### Gate families picked out, run 1

Drawn at 2 px/µm.
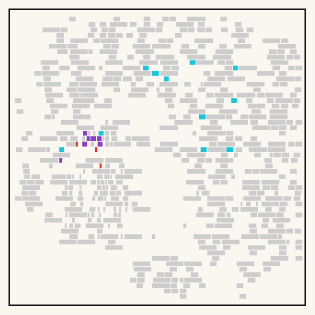
### Wires at chosen ports, followed through buffers, run 1

Drawn at 3 px/µm.
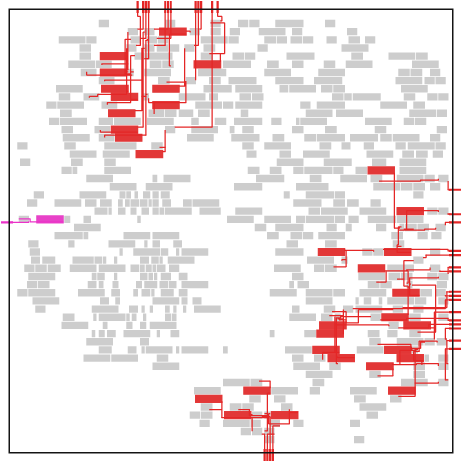
### Wire density map, run 1

Drawn at 2 px/µm. The die is cut into 29 by 29 equal tiles; white is low, dark blue is high, scaled to the fullest tile. Values are wire area over tile area, all layers added.
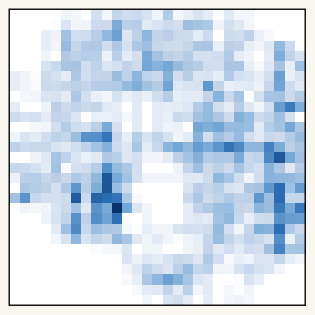
### Clock wires, drivers and flops, run 1

Drawn at 3 px/µm.
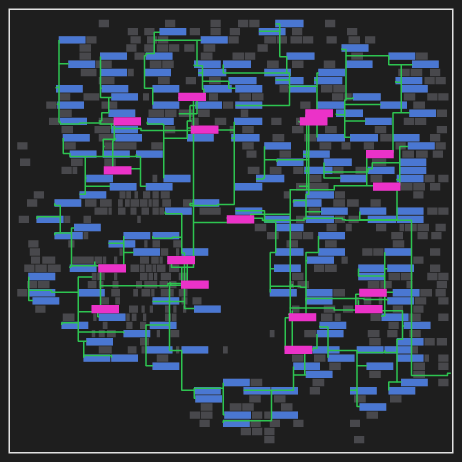
==> config.mk <==
export PLATFORM = sky130hd
export DESIGN_NAME = seg7_scan_driver_flat
export DESIGN_NICKNAME = d
export VERILOG_FILES = /design/src/rtl/seg7_pkg.sv /design/src/rtl/seg7_scan_driver_if.sv /design/src/rtl/seg7_lzs_mask.sv /design/src/rtl/seg7_scan_driver.sv /design/src/flat_wrapper.sv
export SDC_FILE = /design/constraint.sdc
export NUM_CORES = 1
export LEC_CHECK = 0
export CAP_MARGIN = 40
export CELL_PAD_IN_SITES_DETAIL_PLACEMENT = 0
export CELL_PAD_IN_SITES_GLOBAL_PLACEMENT = 1
export CORE_UTILIZATION = 30
export CTS_CLUSTER_SIZE = 12
export DETAILED_ROUTE_END_ITERATION = 7
export PLACE_DENSITY = 0.62
export RECOVER_POWER = 50
export SETUP_SLACK_MARGIN = 0.05
export SLEW_MARGIN = 20
export SYNTH_ARGS = -nofsm -noshare
export SYNTH_HDL_FRONTEND = slang
export SYNTH_SLANG_ARGS = --single-unit
==> constraint.sdc <==
create_clock -name clk -period 2.42 [get_ports clk]
set_input_delay 0.484 -clock clk [delete_from_list [all_inputs] [get_ports clk]]
set_output_delay 0.484 -clock clk [all_outputs]
set_load 0.01 [all_outputs]
==> run summary <==
yosys + openroad results -> outcome=finished, violations left, violated checks=capacitance limit, slew limit, maximum number of pins on one net before global-route repair=62, asr flop ratio synth=100%, cell count after synthesis=436, final WL=12700 µm, # fillers=1932, Reg area=3860 µm², path type of the worst setup path=reg2reg, MUX area fraction=21.5%, clock transition at the registers of the reported paths=0.06 ns, Pwr Density=698 nW/µm², Slew Limit Fails=61, MI comb area=2090 µm², total negative slack=0 ns, WL met2=6040 µm, min Tclk post-route=2.21 ns, Top-area cell share=50.6%, fraction of layout cells with a size suffix above 1=35.2%, Highest Signal Layer=met4, Core Region=20500 µm², DR vias/cell=4.53, DIE AREA=21700 µm², Compound Share, Synth=2.25%, Die Ht=147 µm, Critical Path Source Type=flop, leak pwr=0.00359 µW, initial antenna violation count=0, worst-path fanout max=38, Simple Share, Synth=5.79%, P&R area growth vs syn=28.0%, yosys cell count=436, CTS sink cnt=153, fin nets=588, Tcrit/Tclk final=91.2%, Seq share, synth=60.9%, M1 wire length=5940 µm, FF+latch count, synth=153, area leader, netlist=dfrtp_1, Max Buffers Root-to-Sink=2, yosys stat area=6330 µm², RSZ-0062 raised after global routing=no, CTS root buf=clkbuf_16, WP data required=2.72 ns, Netlist Area Pre-Place=6330 µm², R2R Setup Slk=0.21 ns, Syn Area/Cell=14.5 µm², Worst IR Drop VDD=0.381 mV, total CTS buffers=17, depth of the most critical reg-to-reg path=5, setup bufs post-CTS=0, crit path DAT=2.51 ns, dpl cells=775, relative slew slack=-3.58%, Inserted Diodes=0, top post-synthesis cells by area=dfrtp_1, mux2_2, dfstp_2, buf_4, mux2_4, GP Congestion=0.791, max cap viols=1, met3 wire length=583 µm, DP HPWL=8770 µm, number of global-route vias before repair=4028, # DRC=0, Die Wd=147 µm, Tightest Pin Transition=1.55 ns, xor+xnor area frac=2.63%, number of core rows=52, drt pass-1 iters=4, number of flip-flops in the largest register=57, GRT overflow=0, TritonCTS clock tree=yes, initial drt markers=166, EDFF count, synth=0, FP Core Util=30.9%, CTS HTree Levels=4, Final Hold Vio Count=0, post-CTS resize count=0, Setup crit end kind=flop, fmax=453 MHz, cts hold-fix bufs=0, Tool Warnings=26, ANT nets after route=0, fraction of the mapped netlist area in adder cells=0.790%, Final Setup Violations=0, worst hold path type=in2async, Synthesized Nets=500, Commonest flop=dfrtp_1, first-pass GRT wire length=21300 µm, comb area leader=multiplexers, Yosys cell types=40
-- 'Gate families picked out' (at the start) --
color	family	cells
cyan	non-inverting ao/oa cells	11
purple	aoi and oai cells	7
red	inv cells	3
Commonest Layout Cell: dfrtp_1
Non-Filler Instances: 807
combinational fraction of the cell area: 25.7%

-- 'Wires at chosen ports, followed through buffers' (at the start) --
color	port	bits	direction	edge	end cells	buffers	wire
magenta	bus_upd_done	1	output	left	1	1	21.7 µm
red	bus_disp_num	32	output	16 right, 12 top, 4 bottom	32	32	1280 µm
I/O Buffers: 113
Top Ports: 114

-- 'Wire density map' (at the start) --
tiles over half the peak	6.8%
emptiest ninth of the die	bottom left
mean over tiles	0.091
densest ninth of the die	right middle
nearly empty tiles	21%
GR Util All Layers: 12.8%
routed vias: 3653
WL/cell: 15.8 µm

-- 'Clock wires, drivers and flops' (at the start) --
[blue] flip-flops | count: 153
[magenta] clock-net drivers | count: 17
[green] clock wires | length: 1980 µm
flops lie	all over the die
routed clock nets	18
Clk pwr share: 46.5%
Insertion Delay late pin: 0.42 ns
Clock group: 2630 µW
Post-Route Skew: 0.00704 ns

-- run 1: where the power goes --
group / internal [µW] / switching [µW] / total (µW)
logic: 177 / 95.5 / 272
registers: 2700 / 57.6 / 2750
clock network: 1600 / 1030 / 2630
-- run 1: synth_stat cells (6+ instances only) --
| cell | count |
|---|---|
| nand2_1 | 10 |
| dfstp_2 | 25 |
| nor4_1 | 10 |
| dfrtp_1 | 128 |
| buf_4 | 40 |
| xor2_1 | 6 |
| xnor2_1 | 13 |
| nor2_1 | 12 |
| mux2_4 | 8 |
| nand3_1 | 9 |
| mux2_2 | 110 |
-- run 1: final cells by class --
class                      instances  area share (%)
multi-input combinational        225            25.7
inverter                           3           0.139
clock inverter                    10            1.44
clock buffer                      22            5.85
sequential                       153            47.6
tap                              270            4.17
timing repair buffer             124            15.1
-- run 1: critical path, cell delays in order, from the launching register on --
cell     delay [ns]
dfrtp_1        0.41
ha_1           0.26
nand4_1        0.18
or3_2          0.53
buf_4          0.33
mux2_4         0.36
-- run 1: stage by stage --
stage                     area [µm²]  hold slack (ns)  setup WS, ns  total power, µW  util [%]
after global routing            8110            0.513        0.0742             5910      39.5
after global placement          7550            0.460         0.259             3070      36.9
after detailed placement        7550            0.473         0.197             3080      36.9
after floorplan                 6330            0.188         0.400             2890         -
final                           8110            0.432         0.212             5650      39.5
after CTS                       8150           0.0446         0.188             5760      39.7
-- run 1: logic make-up (layout without fill, tap and decap cells) --
kind of cell	count (synthesis)	after routing
DFF	153	153
muxes	118	118
and+or+nand+nor	66	66
buffers and inverters	58	159
xor gates and xnor gates	19	19
AOI/OAI and AO/OA	18	18
adders and majority gates	4	4
-- run 1: metal layers --
metal	GRT usage [%]	vias up
met1	16.3	1868
met5	0	-
met3	3.42	12
met4	5.57	0
li1	-	1682
met2	20.3	91
-- run 1: layout by cell type, fill, tap and decap left out, drive strengths merged, types with 2 or more instances in the layout --
master	synthesis	routed
dfrtp	128	128
mux2	118	118
clkdlybuf4s50	0	111
clkbuf	5	28
dfstp	25	25
xnor2	13	13
nor2	12	12
nor4	11	11
nand2	10	10
nand3	10	10
xor2	6	6
buf	50	6
nand4	5	5
nor3	5	5
clkinvlp	0	5
ha	4	4
inv	3	4
nor2b	3	3
a221o	3	3
a211o	3	3
o31ai	3	3
and4b	2	2
a21o	2	2
and3	2	2
o21a	2	2
clkinv	0	2
bufinv	0	2
Power and IR drop assume default switching activity.
